==> run_1/layer_met1.png <==
Supply wires on this layer in gray.
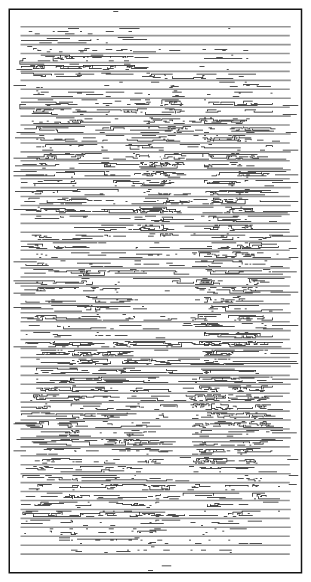
==> run_1/layer_met2.png <==
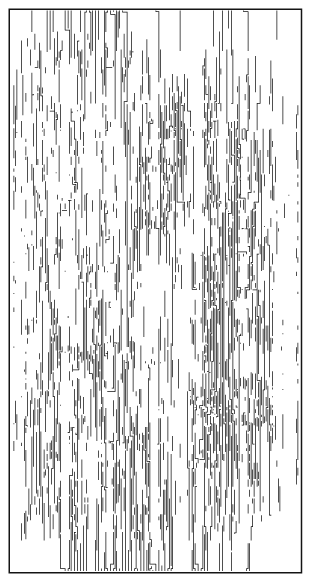
==> run_1/layer_met3.png <==
Scale bar: 20 um. Cells faint in the background.
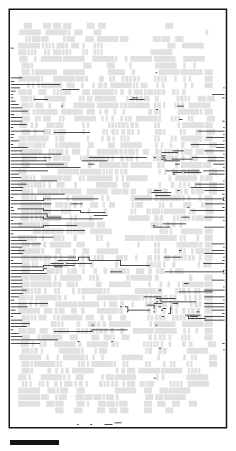
==> run_1/layer_met4.png <==
Supply wires on this layer in gray. Cells faint in the background.
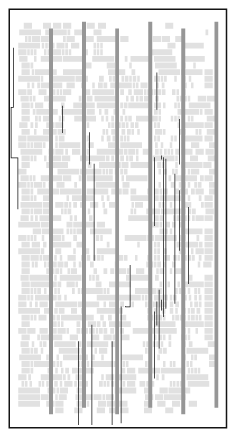
==> config.mk <==
export PLATFORM = sky130hd
export DESIGN_NAME = mem_access
export DESIGN_NICKNAME = d
export VERILOG_FILES = /design/src/rtl/mem_access.sv
export SDC_FILE = /design/constraint.sdc
export NUM_CORES = 1
export LEC_CHECK = 0
export ABC_AREA = 1
export CAP_MARGIN = 10
export CORE_ASPECT_RATIO = 2
export CORE_MARGIN = 3
export CORE_UTILIZATION = 41
export CTS_BUF_LIST = sky130_fd_sc_hd__clkbuf_2
export CTS_CLUSTER_DIAMETER = 60
export DETAILED_ROUTE_END_ITERATION = 10
export PLACE_DENSITY_LB_ADDON = 0.12
export REMOVE_ABC_BUFFERS = 1
export SYNTH_ARGS = -nofsm -noshare
export SYNTH_HDL_FRONTEND = slang
export SYNTH_SLANG_ARGS = --single-unit
==> constraint.sdc <==
create_clock -name clk -period 3.5 [get_ports clk]
set_clock_uncertainty 0.05 [all_clocks]
set_input_delay 0.525 -clock clk [delete_from_list [all_inputs] [get_ports clk]]
set_output_delay 0.525 -clock clk [all_outputs]
set_load 0.02 [all_outputs]
==> ds_physical_params.txt, run 1 <==
Summary of implementation characteristics

Parameter                              Value

Run status
  Status .................. finished, final reports clean

Detailed routing
  Routed met3 length .................. 1440 um
  Metal-1 WL .................. about 6500 um
  Antenna Nets Post-Route .................. 0
  First-pass iteration count of the detailed router .................. 5
  Average detailed-routed wire length per instance .................. approximately 16 um
  Top routing layer in use .................. met4
  Number of vias per cell .................. 5.14

Placement
  Placer's final routability congestion estimate .................. 0.876
  Port bufs .................. 206
  Worst slack, placed .................. 0.624 ns

Worst setup path
  Required time of the worst setup path .................. 2.92 ns
  R2R Setup Slk .................. 1.38 ns
  CP Max Fanout .................. 5
  Worst Setup Start Kind .................. primary input
  Data arrival time at the worst-slack endpoint .................. between 2 and 2.5 ns

Clocking
  Insertion delay to the later sink of the worst-skew pair .................. around 0.67 ns
  Post CTS Setup Buffer Count .................. 0
  Root buf cell .................. sky130_fd_sc_hd__clkbuf_2
  Clock tree buffer depth .................. 2
  Count of hold-fix buffers inserted at cts .................. 0
  Max H-tree Level .................. 4

Yosys
  Number of warnings issued by yosys .................. 0
  Average cell area after synthesis .................. roughly 7.5 sq um
  Most frequently used flop master after synthesis .................. sky130_fd_sc_hd__dfrtp_1
  Cell count after synthesis .................. 745
  Fraction of the yosys area taken by sequential cells .................. 0.525

Global route
  Pin count of the biggest net entering global routing .................. 92
  Overall fraction of global-route tracks in use .................. 0.239
  Global-route wire length before repair .................. ~28000 um

Floorplanning
  Core area .................. approximately 13000 sq um
  Height of the die .................. 171 um
  Number of rows in the core area .................. 59

Run
  Total tool warning count .................. 25
  Max cap viols .................. 0

Timing
  Transition at the pin with the smallest max-transition slack .................. between 0.8 and 0.9 ns
  Final Hold Violation Tally .................. 0
  Setup violation total in the final timing report .................. 0
  Worst path setup slack after routing .................. 0.667 ns

Pwr
  Final Power .................. 0.00642 W
  Power Dens Cells .................. 804 nW/um^2
  Leakage dissipation .................. 3.91 nW
  Largest voltage drop on the vdd net .................. 0.381 mV

Cells and area
  Area Overhead vs Synth .................. 42.9%
  Net total in the final layout .................. roughly 1100
  Top cells excl fill/tap .................. 331 x sky130_fd_sc_hd__nand2_1, 206 x sky130_fd_sc_hd__clkdlybuf4s50_1, 117 x sky130_fd_sc_hd__dfrtp_1
Notes on layer_met1.png above:
wire length on this layer = 6540 um
share of all routed wire = 37%
longest straight run = 23.0 um
nets with wire on the layer = 886
M1 GR Usage: 0.263
total via count after detailed routing: 5706
Routed WL: 17500 um

Notes on layer_met2.png above:
longest straight run = 73.8 um
nets with wire on the layer = 859
global routing met2 resource utilization: 0.411

Notes on layer_met3.png above:
nets with wire on the layer = 180
main direction = horizontal
global-route met3 utilization: 0.0742

Notes on layer_met4.png above:
share of all routed wire = 3.8%
wire length on this layer = 671 um
nets with wire on the layer = 18
longest straight run = 65.3 um

-- run 1: kinds of logic (layout without fill, tap and decap cells) --
family | Yosys count | count (layout) | synth area share
DFF | 117 | 117 | 0.525
xor gates and xnor gates | 3 | 3 | 0.00471
and+or+nand+nor | 510 | 510 | 0.371
AOI/OAI and AO/OA | 46 | 46 | 0.0430
adders and majority gates | 1 | 1 | 0.00224
other | 1 | 3 | 0.000672
buffers and inverters | 67 | 279 | 0.0534
-- run 1: cell usage after synthesis (4+ instances only) --
cell | number | area [sq um]
sky130_fd_sc_hd__buf_4 | 5 | 37.5
sky130_fd_sc_hd__dfrtp_1 | 117 | 2930
sky130_fd_sc_hd__o21ai_0 | 20 | 100
sky130_fd_sc_hd__nand3_1 | 81 | 405
sky130_fd_sc_hd__nor3_1 | 4 | 20.0
sky130_fd_sc_hd__a21oi_1 | 19 | 95.1
sky130_fd_sc_hd__nand2_1 | 332 | 1250
sky130_fd_sc_hd__nor2_1 | 77 | 289
sky130_fd_sc_hd__buf_2 | 22 | 110
sky130_fd_sc_hd__inv_2 | 4 | 15.0
sky130_fd_sc_hd__clkbuf_1 | 11 | 41.3
sky130_fd_sc_hd__inv_1 | 22 | 82.6
sky130_fd_sc_hd__nand4_1 | 9 | 56.3
-- run 1: per-stage QoR --
| stage | util | std cells | instance area [sq um] | setup TNS (ns) | hold WS, ns |
|---|---|---|---|---|---|
| floorplan | - | 707 | 5390 | -21.02 | 0.412 |
| global placement | 0.591 | 1078 | 7760 | 0 | 0.405 |
| detailed placement | 0.591 | 1078 | 7760 | 0 | 0.415 |
| CTS | 0.607 | 1110 | 7980 | 0 | 0.223 |
| global route | 0.607 | 1111 | 7980 | 0 | 0.226 |
| finish | 0.607 | 1111 | 7980 | 0 | 0.290 |
-- run 1: worst max-delay path: stages --
cell and delay, ns:
sky130_fd_sc_hd__clkdlybuf4s50_1 0.56, sky130_fd_sc_hd__nand2_1 0.07, sky130_fd_sc_hd__nand2_1 0.07, sky130_fd_sc_hd__o21ai_1 0.14, sky130_fd_sc_hd__nor4_1 0.21, sky130_fd_sc_hd__clkdlybuf4s50_1 0.67
-- run 1: power breakdown --
group	leakage [nW]	total (W)	switching (W)	internal [W]
logic	2.31	0.00328	0.00185	0.00143
registers	1.48	0.00231	0.000396	0.00191
clock network	0.125	0.000829	0.000569	0.000259
total	3.91	0.00642	0.00281	0.00360
-- run 1: layer usage --
layer,up-vias,track usage
li1,2752,-
met4,0,0.112
met1,2647,0.263
met3,45,0.0742
met2,262,0.411
met5,-,0
-- run 1: layout make-up --
class	instances	area, sq um	share of cell area
clock inverters	15	131	0.0165
inverters	28	108	0.0135
clock buffers	17	85.1	0.0107
repair buffers	219	2170	0.272
well taps	152	190	0.0238
diodes	1	2.50	0.000314
multi-input cells	562	2360	0.296
flip-flops and latches	117	2930	0.367
==> run_1/clocks.png <==
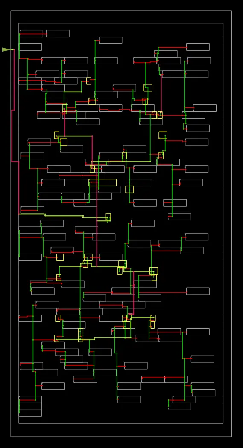

==> run 1 -> run 2 <==
==> constraint.sdc (replaced) <==
create_clock -name clk -period 2.5 [get_ports clk]
set_clock_uncertainty 0.05 [all_clocks]
set_input_delay 0.375 -clock clk [delete_from_list [all_inputs] [get_ports clk]]
set_output_delay 0.375 -clock clk [all_outputs]
set_load 0.02 [all_outputs]
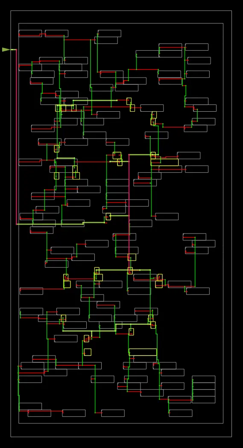
(run_2/clocks.png)
number of buffers created by CTS: 17
count of clock buffers in the final design: 19

==> run 2 against run 1 <==
- total power increased by 42%
- first-iteration DRC count is 9.6% higher
- wire length rose by 1.1%
- global-route usage is 0.55 points higher
- utilization up 1.5 points
- synthesized cell count unchanged
==> ds_physical_params.txt, run 2 <==
Summary of implementation characteristics

Parameter                              Value

Worst setup path
  Buffer and inverter count on the worst path .................. 2
  Max stage delay cell, worst path .................. sky130_fd_sc_hd__dfrtp_1
  R2R Setup Slk .................. 0.37 ns
  Required time of the worst setup path .................. 2.08 ns
  Longest individual stage delay on the worst path .................. 0.44 ns
  Worst path top cell family by delay .................. buffers and inverters
  Data arrival time at the worst-slack endpoint .................. between 1.5 and 2 ns
  Worst Setup Start Kind .................. register
  Chain of cells forming the critical path .................. nor4_1 -> buf_4 -> dlygate4sd2_1
  CP Max Fanout .................. 3
  Crit. path cell count .................. 3
  Setup CP Type .................. register to output pin
  Capturing element type of the critical path .................. output pin

Yosys
  Synthesized area .................. 5580 sq um
  Library cell with the highest instance count after synthesis .................. sky130_fd_sc_hd__nand2_1
  Cell count after synthesis .................. about 750
  Most common library cells after synthesis .................. 332 x sky130_fd_sc_hd__nand2_1, 117 x sky130_fd_sc_hd__dfrtp_1, 81 x sky130_fd_sc_hd__nand3_1
  Average cell area after synthesis .................. 7.49 sq um
  Number of warnings issued by yosys .................. 0
  Biggest area consumer among synthesized cells .................. sky130_fd_sc_hd__dfrtp_1
  Most frequently used flop master after synthesis .................. sky130_fd_sc_hd__dfrtp_1
  Dominant cells by area after synthesis .................. sky130_fd_sc_hd__dfrtp_1 52%, sky130_fd_sc_hd__nand2_1 22%, sky130_fd_sc_hd__nand3_1 7.3%, sky130_fd_sc_hd__nor2_1 5.2%, sky130_fd_sc_hd__buf_2 2.0%
  Yosys top cell area share .................. 0.525
  Yosys Chip Area .................. 5580 sq um
  Synth flops .................. between 100 and 150
  Fraction of the yosys area taken by sequential cells .................. 0.525

Run
  Max cap viols .................. 0
  Total tool warning count .................. 25

Pwr
  Switching Power .................. 0.00390 W
  Combinational group share of total power .................. 0.515
  Power Dens Cells .................. 1120 nW/um^2
  Sequential share of power .................. 0.351
  Switching share of power .................. 0.428
  Leakage dissipation .................. slightly above 4 nW
  Internal cell power .................. 0.00522 W
  Clk pwr share .................. 0.134
  Largest voltage drop on the vdd net .................. 0.682 mV

Floorplanning
  Core area .................. 13100 sq um
  X dimension of the die .................. 88.5 um
  Number of rows in the core area .................. just under 60

Clocking
  Number of sinks driven by the clock tree .................. roughly 120
  Max H-tree Level .................. 4
  Clock tree buffer depth .................. 2
  Post CTS Setup Buffer Count .................. 0
  Insertion delay to the later sink of the worst-skew pair .................. 0.67 ns
  Root buf cell .................. sky130_fd_sc_hd__clkbuf_2

Cells and area
  Top cells excl fill/tap .................. 331 x sky130_fd_sc_hd__nand2_1, 204 x sky130_fd_sc_hd__clkdlybuf4s50_1, 117 x sky130_fd_sc_hd__dfrtp_1
  Net total in the final layout .................. around 1100
  Area Overhead vs Synth .................. 46.5%
  Post-route cell area .................. ~8200 sq um
  Final Core Density .................. 0.622

Detailed routing
  Average detailed-routed wire length per instance .................. 15.8 um
  First-pass iteration count of the detailed router .................. 5
  Antenna Nets Post-Route .................. 0
  Number of vias per cell .................. 5.14

Timing
  Final Hold Violation Tally .................. 0
  Setup violation total in the final timing report .................. 0
  Final-layout setup total negative slack .................. 0 ns
  Time the final worst path needs with I/O delays and setup .................. around 2.3 ns
  Hold Slack .................. 0.146 ns

Global route
  Global-route wire length before repair .................. 28800 um
  Pin count of the biggest net entering global routing .................. 43

Placement
  Port bufs .................. 206
  Placer's final routability congestion estimate .................. 0.897
  Area of placed instances .................. 7940 sq um

Run status
  Status .................. finished, final reports clean
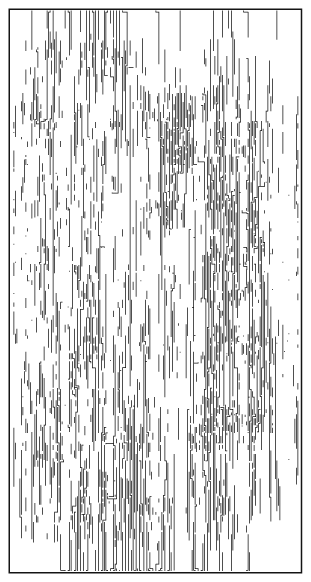
(run_2/layer_met2.png)
wire length on this layer = 9320 um
nets with wire on the layer = 887
longest straight run = 91.5 um
share of all routed wire = 53%
total via count after detailed routing: 5784
global routing met2 resource utilization: 0.428
Routed WL: 17700 um

## run 2: netlist changes by cell type in the layout (fill, tap and decap cells not counted), moves of 2 or more
cell                              delta
sky130_fd_sc_hd__buf_12              +5
sky130_fd_sc_hd__buf_4              +10
sky130_fd_sc_hd__clkbuf_2            +2
sky130_fd_sc_hd__clkdlybuf4s50_1     -2
sky130_fd_sc_hd__dlygate4sd2_1       +2
sky130_fd_sc_hd__inv_6               -2
## run 2: tightest hold or removal path: cells and delay by family
family	cells	cell delay, ns
buffers and inverters	1	0.39
AND/OR/NAND/NOR	2	0.10
## run 2: power by group through the flow
stage / sequential (W) / clock [W] / combinational (W)
after floorplan: 0.00407 / 0 / 0.00149
after global placement: 0.00320 / 0 / 0.00464
after detailed placement: 0.00323 / 0 / 0.00472
after CTS: 0.00321 / 0.00126 / 0.00474
after global routing: 0.00330 / 0.00134 / 0.00513
final: 0.00320 / 0.00122 / 0.00470
## run 2: kinds of logic after synthesis
kind of cell | count (synthesis) | synth area share
AND-OR/OR-AND | 46 | 0.0430
XOR/XNOR | 3 | 0.00471
adder cells (fa/ha/maj) | 1 | 0.00224
buffers and inverters | 67 | 0.0534
flip-flops | 117 | 0.525
other | 1 | 0.000672
AND/OR/NAND/NOR | 510 | 0.371
## run 2: stage by stage
| stage | setup slack, ns | std cells |
|---|---|---|
| 2_1_floorplan | -1.03 | 707 |
| 3_3_place_gp | -0.127 | 1093 |
| 3_5_place_dp | -0.140 | 1093 |
| 4_1_cts | 0.107 | 1125 |
| 5_1_grt | 0.0667 | 1126 |
| 6_report | 0.201 | 1126 |
## run 2: routing by layer
metal | track usage | share of wire | vias up
li1 | - | - | 2790
met5 | 0 | 0 | -
met1 | 0.265 | 0.37 | 2699
met4 | 0.108 | 0.034 | 0
met2 | 0.428 | 0.53 | 257
met3 | 0.0761 | 0.075 | 38
## run 2: area by class of cell
| cell class | instances | area (sq um) | share of cell area |
|---|---|---|---|
| clock inverter | 12 | 131 | 0.0161 |
| inverter | 28 | 108 | 0.0132 |
| clock buffer | 19 | 95.1 | 0.0116 |
| sequential | 117 | 2930 | 0.358 |
| multi-input combinational | 562 | 2370 | 0.289 |
| antenna | 1 | 2.50 | 0.000306 |
| timing repair buffer | 235 | 2350 | 0.288 |
| tap | 152 | 190 | 0.0233 |
## run 2: what timing repair did
item | CTS | global route
resized | 3 | 0
endpoints found under the setup margin | 2 | 0
hold buffers | 1 | 0
endpoints found under the hold margin | 31 | 0
Power figures rest on the tool's default switching activity, not on a simulated workload.
